### config.mk
export PLATFORM = sky130hd
export DESIGN_NAME = ntlm_md4_feeder_flat
export DESIGN_NICKNAME = d
export VERILOG_FILES = /design/src/rtl/ntlm_md4_feeder_if.sv /design/src/rtl/ntlm_md4_feeder.sv /design/src/flat_wrapper.sv
export SDC_FILE = /design/constraint.sdc
export NUM_CORES = 1
export LEC_CHECK = 0
export CAP_MARGIN = 20
export CORE_AREA = 4 4 401 403
export DETAILED_ROUTE_END_ITERATION = 6
export DIE_AREA = 0 0 405 407
export PLACE_DENSITY_LB_ADDON = 0.05
export SLEW_MARGIN = 20
export SYNTH_ARGS = -nofsm -noshare
export SYNTH_HDL_FRONTEND = slang
export SYNTH_SLANG_ARGS = --single-unit
export TNS_END_PERCENT = 20
### constraint.sdc
create_clock -name clk -period 23.4 [get_ports clk]
set_input_delay 2.34 -clock clk [delete_from_list [all_inputs] [get_ports clk]]
set_output_delay 2.34 -clock clk [all_outputs]
set_load 0.05 [all_outputs]
### src/rtl/ntlm_md4_feeder_if.sv
// Password byte stream, md4block link and hash result bundle
// for the NT-hash feeder.
interface ntlm_md4_feeder_if;
    logic         pw_valid;
    logic         pw_ready;
    logic [7:0]   pw_byte;
    logic         pw_last;
    logic [127:0] target;
    logic         md4_irdy;
    logic [31:0]  md4_state_a;
    logic [31:0]  md4_state_b;
    logic [31:0]  md4_state_c;
    logic [31:0]  md4_state_d;
    logic [511:0] md4_data;
    logic         md4_ordy;
    logic [31:0]  md4_newstate_a;
    logic [31:0]  md4_newstate_b;
    logic [31:0]  md4_newstate_c;
    logic [31:0]  md4_newstate_d;
    logic         hash_valid;
    logic [127:0] hash;
    logic         match;
    logic         err;

    modport master (
        output pw_valid, pw_byte, pw_last, target,
        output md4_ordy,
        output md4_newstate_a, md4_newstate_b,
        output md4_newstate_c, md4_newstate_d,
        input  pw_ready, md4_irdy, md4_data,
        input  md4_state_a, md4_state_b,
        input  md4_state_c, md4_state_d,
        input  hash_valid, hash, match, err
    );

    modport slave (
        input  pw_valid, pw_byte, pw_last, target,
        input  md4_ordy,
        input  md4_newstate_a, md4_newstate_b,
        input  md4_newstate_c, md4_newstate_d,
        output pw_ready, md4_irdy, md4_data,
        output md4_state_a, md4_state_b,
        output md4_state_c, md4_state_d,
        output hash_valid, hash, match, err
    );
endinterface

### src/rtl/ntlm_md4_feeder.sv
// Widens an ASCII password to UTF-16LE, builds the padded MD4 block,
// runs it through md4block and checks the NT hash against a target.
module ntlm_md4_feeder #(
    parameter int unsigned MAX_CHARS = 27,
    parameter int unsigned TIMEOUT   = 64
) (
    input logic              clk,
    input logic              rst,
    ntlm_md4_feeder_if.slave bus
);

    typedef enum logic [1:0] {
        IDLE,
        FIRE,
        WAIT,
        DONE
    } state_e;

    localparam logic [4:0] MaxC    = 5'(MAX_CHARS);
    localparam logic [7:0] TmoLast = 8'(TIMEOUT - 1);

    state_e       state_q, state_d;
    logic [4:0]   cnt_q, cnt_d;
    logic         ovf_q, ovf_d;
    logic [511:0] data_q, data_d;
    logic [7:0]   tmo_q, tmo_d;
    logic [127:0] hash_q, hash_d;
    logic         err_q, err_d;
    logic         ordy_q;
    logic         take;
    logic         rise;
    logic         append;

    function automatic logic [31:0] bswap(input logic [31:0] w);
        return {w[7:0], w[15:8], w[23:16], w[31:24]};
    endfunction

    assign take   = bus.pw_valid && (state_q == IDLE);
    assign rise   = bus.md4_ordy && !ordy_q;
    assign append = !(bus.pw_last && (bus.pw_byte == 8'h00));

    always_ff @(posedge clk or posedge rst) begin
        if (rst) begin
            state_q <= IDLE;
            cnt_q   <= '0;
            ovf_q   <= 1'b0;
            data_q  <= '0;
            tmo_q   <= '0;
            hash_q  <= '0;
            err_q   <= 1'b0;
            ordy_q  <= 1'b0;
        end else begin
            state_q <= state_d;
            cnt_q   <= cnt_d;
            ovf_q   <= ovf_d;
            data_q  <= data_d;
            tmo_q   <= tmo_d;
            hash_q  <= hash_d;
            err_q   <= err_d;
            ordy_q  <= bus.md4_ordy;
        end
    end

    // Block byte j lives at data[{~j, 3'b111} -: 8], i.e. 511-8j.
    always_comb begin
        state_d = state_q;
        cnt_d   = cnt_q;
        ovf_d   = ovf_q;
        data_d  = data_q;
        tmo_d   = tmo_q;
        hash_d  = hash_q;
        err_d   = 1'b0;
        unique case (state_q)
            IDLE: begin
                if (take) begin
                    if (append) begin
                        if (cnt_q < MaxC) begin
                            data_d[{~{cnt_q, 1'b0}, 3'b111} -: 8] = bus.pw_byte;
                            data_d[{~{cnt_q, 1'b1}, 3'b111} -: 8] = 8'h00;
                            cnt_d = cnt_q + 5'd1;
                        end else begin
                            ovf_d = 1'b1;
                        end
                    end
                    if (bus.pw_last) begin
                        if (ovf_d) begin
                            err_d  = 1'b1;
                            data_d = '0;
                            cnt_d  = '0;
                            ovf_d  = 1'b0;
                        end else begin
                            // 0x80 marker, then bit length 16n at bytes 56/57
                            data_d[{~{cnt_d, 1'b0}, 3'b111} -: 8] = 8'h80;
                            data_d[63:56] = {cnt_d[3:0], 4'h0};
                            data_d[55:48] = {7'h00, cnt_d[4]};
                            state_d = FIRE;
                        end
                    end
                end
            end
            FIRE: begin
                tmo_d   = '0;
                state_d = WAIT;
            end
            WAIT: begin
                if (rise) begin
                    hash_d = {bswap(bus.md4_newstate_a),
                              bswap(bus.md4_newstate_b),
                              bswap(bus.md4_newstate_c),
                              bswap(bus.md4_newstate_d)};
                    state_d = DONE;
                end else if (tmo_q == TmoLast) begin
                    err_d   = 1'b1;
                    data_d  = '0;
                    cnt_d   = '0;
                    state_d = IDLE;
                end else begin
                    tmo_d = tmo_q + 8'd1;
                end
            end
            DONE: begin
                data_d  = '0;
                cnt_d   = '0;
                state_d = IDLE;
            end
            default: state_d = IDLE;
        endcase
    end

    always_comb begin
        bus.pw_ready   = 1'b0;
        bus.md4_irdy   = 1'b0;
        bus.hash_valid = 1'b0;
        bus.match      = 1'b0;
        unique case (state_q)
            IDLE: bus.pw_ready = 1'b1;
            FIRE: bus.md4_irdy = 1'b1;
            DONE: begin
                bus.hash_valid = 1'b1;
                bus.match      = (hash_q == bus.target);
            end
            default: ;
        endcase
    end

    assign bus.md4_state_a = 32'h67452301;
    assign bus.md4_state_b = 32'hEFCDAB89;
    assign bus.md4_state_c = 32'h98BADCFE;
    assign bus.md4_state_d = 32'h10325476;
    assign bus.md4_data    = data_q;
    assign bus.hash        = hash_q;
    assign bus.err         = err_q;

endmodule

### src/flat_wrapper.sv
// flat-port wrapper written by rule: the top's interface ports become plain ports
module ntlm_md4_feeder_flat 
#(
    parameter int unsigned MAX_CHARS = 27,
    parameter int unsigned TIMEOUT   = 64
)
  (clk, rst, bus_pw_valid, bus_pw_byte, bus_pw_last, bus_target, bus_md4_ordy, bus_md4_newstate_a, bus_md4_newstate_b, bus_md4_newstate_c, bus_md4_newstate_d, bus_pw_ready, bus_md4_irdy, bus_md4_data, bus_md4_state_a, bus_md4_state_b, bus_md4_state_c, bus_md4_state_d, bus_hash_valid, bus_hash, bus_match, bus_err);
  ntlm_md4_feeder_if bus_i ();
  input logic clk;
  input logic rst;
  input wire logic [$bits(bus_i.pw_valid)-1:0] bus_pw_valid;
  input wire logic [$bits(bus_i.pw_byte)-1:0] bus_pw_byte;
  input wire logic [$bits(bus_i.pw_last)-1:0] bus_pw_last;
  input wire logic [$bits(bus_i.target)-1:0] bus_target;
  input wire logic [$bits(bus_i.md4_ordy)-1:0] bus_md4_ordy;
  input wire logic [$bits(bus_i.md4_newstate_a)-1:0] bus_md4_newstate_a;
  input wire logic [$bits(bus_i.md4_newstate_b)-1:0] bus_md4_newstate_b;
  input wire logic [$bits(bus_i.md4_newstate_c)-1:0] bus_md4_newstate_c;
  input wire logic [$bits(bus_i.md4_newstate_d)-1:0] bus_md4_newstate_d;
  output wire logic [$bits(bus_i.pw_ready)-1:0] bus_pw_ready;
  output wire logic [$bits(bus_i.md4_irdy)-1:0] bus_md4_irdy;
  output wire logic [$bits(bus_i.md4_data)-1:0] bus_md4_data;
  output wire logic [$bits(bus_i.md4_state_a)-1:0] bus_md4_state_a;
  output wire logic [$bits(bus_i.md4_state_b)-1:0] bus_md4_state_b;
  output wire logic [$bits(bus_i.md4_state_c)-1:0] bus_md4_state_c;
  output wire logic [$bits(bus_i.md4_state_d)-1:0] bus_md4_state_d;
  output wire logic [$bits(bus_i.hash_valid)-1:0] bus_hash_valid;
  output wire logic [$bits(bus_i.hash)-1:0] bus_hash;
  output wire logic [$bits(bus_i.match)-1:0] bus_match;
  output wire logic [$bits(bus_i.err)-1:0] bus_err;
  assign bus_i.pw_valid = bus_pw_valid;
  assign bus_i.pw_byte = bus_pw_byte;
  assign bus_i.pw_last = bus_pw_last;
  assign bus_i.target = bus_target;
  assign bus_i.md4_ordy = bus_md4_ordy;
  assign bus_i.md4_newstate_a = bus_md4_newstate_a;
  assign bus_i.md4_newstate_b = bus_md4_newstate_b;
  assign bus_i.md4_newstate_c = bus_md4_newstate_c;
  assign bus_i.md4_newstate_d = bus_md4_newstate_d;
  assign bus_pw_ready = bus_i.pw_ready;
  assign bus_md4_irdy = bus_i.md4_irdy;
  assign bus_md4_data = bus_i.md4_data;
  assign bus_md4_state_a = bus_i.md4_state_a;
  assign bus_md4_state_b = bus_i.md4_state_b;
  assign bus_md4_state_c = bus_i.md4_state_c;
  assign bus_md4_state_d = bus_i.md4_state_d;
  assign bus_hash_valid = bus_i.hash_valid;
  assign bus_hash = bus_i.hash;
  assign bus_match = bus_i.match;
  assign bus_err = bus_i.err;
  ntlm_md4_feeder #(.MAX_CHARS(MAX_CHARS), .TIMEOUT(TIMEOUT)) u_core (.clk(clk), .rst(rst), .bus(bus_i));
endmodule
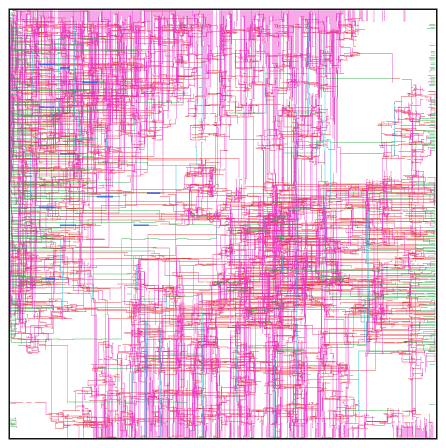
run_1/metal_stack.png
Magenta stands for met2, wire length 79.3 mm. Cyan stands for met4, wire length 4350 um. Red stands for met1, wire length 54.3 mm. Blue stands for met5, wire length 135 um. Green stands for met3, wire length 10900 um.
via count: 21900
gr usage total: 0.174
WL/cell: 27.8 um
Routed WL: 149 mm

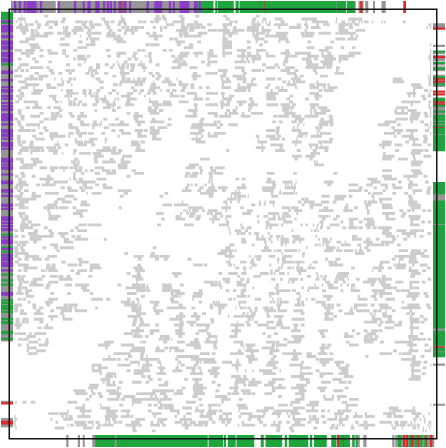
run_1/pins.png
Pins as bars across the die edge, other pins in grey.
Green stands for bus_md4_data, pins 512, direction output, edge 213 bottom, 141 right, 132 top, 26 left. Red stands for bus_md4_state_b, pins 32, direction output, edge 13 bottom, 10 right, 6 top, 3 left. Purple stands for bus_hash, pins 128, direction output, edge 83 left, 45 top.
die x size: 405 um
die height: 407 um
number of port buffers: 906

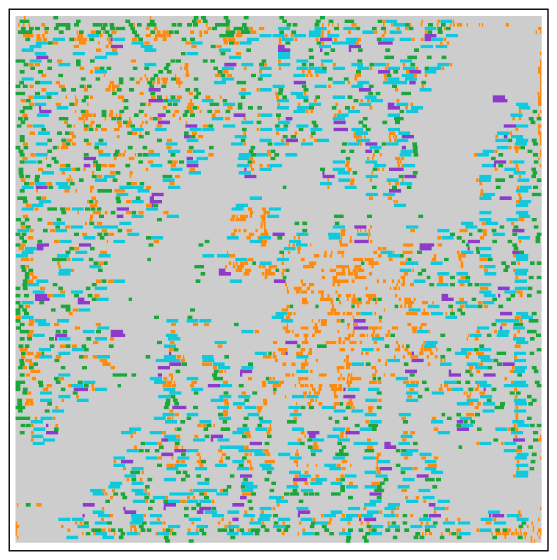
run_1/cell_classes.png
Fill, decap, tap and diode cells in grey.
Orange stands for all other logic, cells 1511, share of their area 26%. Cyan stands for flops, cells 651, share of their area 42%. Green stands for other buffers and delay cells, cells 950, share of their area 24%. Purple stands for clock drivers and dummy loads, cells 159, share of their area 7.8%.
flop share of the area: 0.391
final instance area: 41700 sq um
post-layout util: 0.265
CORE AREA: 157000 sq um
row cnt: 146

==> impl_metrics.yaml, run 1 <==
# generated from flow reports
clocking:
  path_clk_slew_ps: 50
global_routing:
  grtUsageMet1: 0.188
  antenna_found_initial: 41
  grt_pass1_wl_mm: 201
  top_usage_layer: "met2"
placement:
  dp_slack_ps: 15360
  dp_hpwl_mm: 118
drt:
  via_per_inst: 4.10
  route.met2.wl_mm: 79.3
  drc: 0
  drt-pass1-iter-count: 5
  ant_nets: 0
yosys:
  synthCells: 2239
  ys.flops: 651
  synth.top_cells.by_area: "dfrtp_1 (59%), mux2_2 (5.4%), nor2b_1 (4.4%)"
  yosysTopAreaCellShare: 0.595
  avgSynthCellArea_sq_um: 12.2
  ys_cells: 2239
  aoi_share: 0.128
  syn_area_sq_um: 27400
setup_path:
  crit_chain: "clkdlybuf4s50_1 > xor2_1 > nor4_1 > nor4bb_1 > nand4_1 > nor4_1 > and4_1 > clkdlybuf4s50_1"
  cp.arrival_ps: 5640
  crit_buf_inv: 2
  cp_top_family: "simple AND/OR/NAND/NOR gates"
  reg2reg_from: "u_core.cnt_q[0]"
  cp-endpoint: "bus_match"
  crit_fanout: 1
timing:
  worst_slack_ps: 15420
  fin_skew_ps: 35.0
  rsz0062_at_grt: "no"
finish:
  n_antenna_cell: 9
  area_delta_synth_final_pct: 52.3
  inv_count: 90
  largest_class: "sequential cells"
  combGateArea_sq_um: 9990
  instances_no_fill: 5352
run:
  tool_warnings: 36
floorplanning:
  die_area_sq_um: 165000
run_status:
  outcome: "finished, final reports clean"
pwr:
  ir_drop_uv: 73.5
==> run 1 -> run 2 <==
- clock period: 23.4 -> 6.8 ns (I/O delays scaled with it)
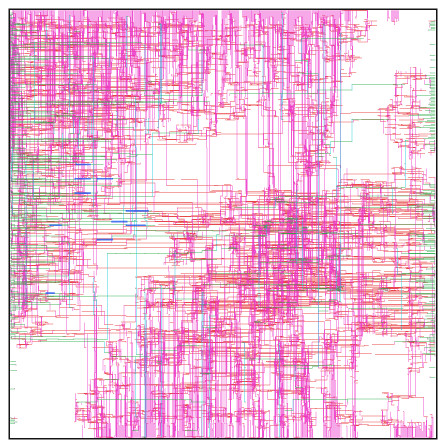
run_2/metal_stack.png
Blue stands for met5, wire length 137 um. Green stands for met3, wire length 11000 um. Magenta stands for met2, wire length 79.3 mm. Cyan stands for met4, wire length 3920 um. Red stands for met1, wire length 54.9 mm.
gr usage total: 0.174
WL/cell: 27.9 um
Routed WL: 149 mm
via count: 21700

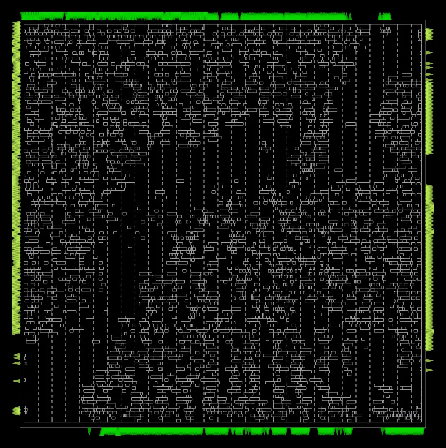
run_2/final_placement.png
Well Taps: 2072
flop share of the area: 0.391

==> run 2 against run 1 <==
Compared with the run above:
- critical path depth down 1
- worst hold slack worse by 17 ps
- routed wire length increased by 0.13%
- design area about the same
- synthesized cell count is the same
- via count decreased by 0.88%
- die size stayed put
- register-to-register slack worse by 17000 ps
- clock power rose to 3.4 times the previous value
- power grew to 3.4 times the previous value
- synthesized area unchanged
- sequential share of layout area about the same
- critical endpoint unchanged
==> impl_metrics.yaml, run 2 <==
# generated from flow reports
run_status:
  outcome: "finished, final reports clean"
yosys:
  ys_cells: 2239
  yosysSeqAreaShare: 0.595
  synthCells: 2239
  avgSynthCellArea_sq_um: 12.2
  synth.top_cells.by_area: "dfrtp_1 (59%), mux2_2 (5.4%), nor2b_1 (4.4%)"
  yosysTopAreaCellShare: 0.595
  aoi_share: 0.128
  yosys.area_share.simple: 0.132
  ys.flops: 651
  syn_area_sq_um: 27400
global_routing:
  antenna_found_initial: 47
  grtUsageMet1: 0.191
  grt_pass1_wl_mm: 200
  top_usage_layer: "met2"
  grt_max_degree: 150
clocking:
  cts_tree: "built"
  cts_setup_buffers: 0
  path_clk_slew_ps: 60
finish:
  post-route-cell-area_sq_um: 41700
  instances_no_fill: 5348
  final_util: 0.265
  area_delta_synth_final_pct: 52.2
  largest_class: "sequential cells"
  inv_count: 90
  num-multi-input-gates: 1421
  combGateArea_sq_um: 9990
  n_antenna_cell: 13
floorplanning:
  fp.dieH_um: 407
  core_sq_um: 157000
  rows: 146
  die_area_sq_um: 165000
  die_w_um: 405
pwr:
  p_total_mw: 17.3
  power.group.top: "combinational logic"
  ir_drop_uv: 234
timing:
  layout_min_cycle_time_ps: 4610
  setup_viol: 0
  worst_slack_ps: 2190
  slew_headroom: 0.251
  rsz0062_at_grt: "no"
  fin_skew_ps: 28.8
drt:
  drt-pass1-iter-count: 7
  drc: 0
  ant_nets: 0
  via_per_inst: 4.07
  top_layer_used: "met5"
  route.met2.wl_mm: 79.3
setup_path:
  crit_fanout: 4
  cp_top_family: "AND-OR/OR-AND gates"
  crit_chain: "nor2b_1 > a2111o_1 > a2111oi_0 > nand4_1 > nor3_1 > and4_1 > clkdlybuf4s50_1"
  reg2reg_from: "u_core.cnt_q[0]"
  critPathSlowestCell: "clkdlybuf4s50_1"
  cp.arrival_ps: 3930
  worst-setup-path-type: "reg -> out"
  cp-endpoint: "bus_match"
  r2r_end: "u_core.bus.md4_data[252]"
  crit_buf_inv: 1
placement:
  dp_hpwl_mm: 120
  placedCellCount: 5180
  numPortBuffers: 906
  dp_slack_ps: 1980
run:
  tool_warnings: 42
hold_path:
  hold_class: "in -> async"
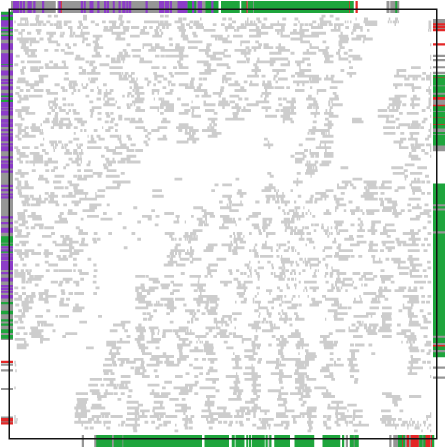
run_2/pins.png
Pins as bars across the die edge, other pins in grey.
Red stands for bus_md4_state_b, pins 32, direction output, edge 12 bottom, 11 right, 5 top, 4 left. Purple stands for bus_hash, pins 128, direction output, edge 83 left, 45 top. Green stands for bus_md4_data, pins 512, direction output, edge 213 bottom, 139 right, 133 top, 27 left.

==> run 2 -> run 3 <==
- clock period: 6.8 -> 4.8 ns (I/O delays scaled with it)
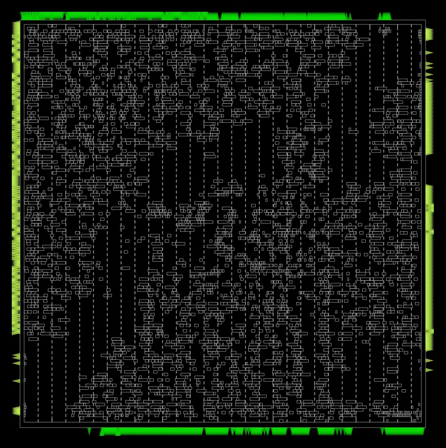
run_3/final_placement.png
post-layout util: 0.266
fill cell count: 16500
fin cells: 5392
flop share of the area: 0.388
Flops: 651

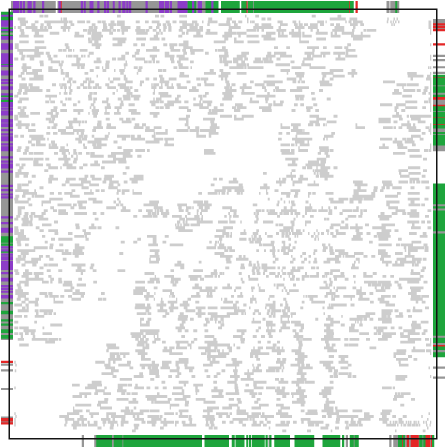
run_3/pins.png
Pins as bars across the die edge, other pins in grey.
Red stands for bus_md4_state_b, pins 32, direction output, edge 12 bottom, 11 right, 5 top, 4 left. Green stands for bus_md4_data, pins 512, direction output, edge 213 bottom, 139 right, 133 top, 27 left. Purple stands for bus_hash, pins 128, direction output, edge 83 left, 45 top.

==> run 3 against run 2 <==
Compared with the run above:
- die size is the same
- non-clock buffer count grew 48
- clock power grew about 40%
- register-to-register slack lost 1300 ps
- global-route usage is essentially flat
- setup slack lost 1900 ps
- sequential share of layout area shrank 0.26 points
==> impl_metrics.yaml, run 3 <==
# generated from flow reports
run_status:
  outcome: "finished, final reports clean"
clocking:
  cts_tree: "built"
  cts_setup_buffers: 0
  path_clk_slew_ps: 50
drt:
  drc: 0
  drt-pass1-iter-count: 5
  routedWlPerCell_um: 27.7
  via_per_inst: 4.06
  top_layer_used: "met5"
  num_vias: 21900
  ant_nets: 0
  route.met2.wl_mm: 78.8
global_routing:
  antenna_found_initial: 44
  grt_pass1_wl_mm: 201
  groute.usage.overall: 0.175
  grt_max_degree: 138
finish:
  combGateArea_sq_um: 9990
  n_antenna_cell: 12
  post-route-cell-area_sq_um: 42000
  largest_class: "sequential cells"
  num-multi-input-gates: 1421
floorplanning:
  fp.dieH_um: 407
  core_sq_um: 157000
  taps: 2072
  die_area_sq_um: 165000
setup_path:
  crit_fanout: 3
  cp.arrival_ps: 3980
  cp-endpoint: "bus_match"
  reg2reg_from: "u_core.cnt_q[1]"
  crit_chain: "xnor2_1 > nand2_1 > a2111oi_0 > nand4_1 > nor3_1 > and4_1 > clkdlybuf4s50_1"
  critPathSlowestCell: "clkdlybuf4s50_1"
  r2r_end: "u_core.bus.md4_data[154]"
  cp_top_family: "simple AND/OR/NAND/NOR gates"
run:
  tool_warnings: 37
yosys:
  synth.top_cells.by_area: "dfrtp_1 (59%), mux2_2 (5.4%), nor2b_1 (4.4%)"
  aoi_share: 0.128
  avgSynthCellArea_sq_um: 12.2
  yosysTopAreaCellShare: 0.595
  yosys.area_share.simple: 0.132
  ys_cells: 2239
  yosysSeqAreaShare: 0.595
  ys.flops: 651
  syn_area_sq_um: 27400
  synthCells: 2239
pwr:
  p_total_mw: 24.7
  ir_drop_uv: 361
placement:
  dp_slack_ps: 297
  dp_hpwl_mm: 121
timing:
  fin_skew_ps: 35.8
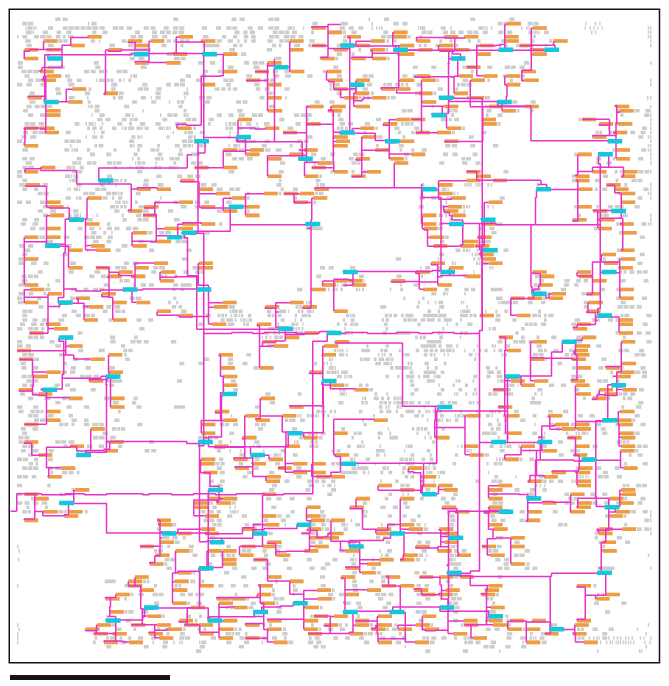
run_3/clock_map.png
Bar = 100 um.
Magenta stands for clock wires, length 12000 um. Orange stands for flip-flops, count 651. Cyan stands for cells driving clock nets, count 88.
Position of the flops: widely spread. There are 89 routed clock nets.
Clk power: 6.76 mW
clock network fraction of design power: 0.274

Power figures rest on the tool's default switching activity, not on a simulated workload.
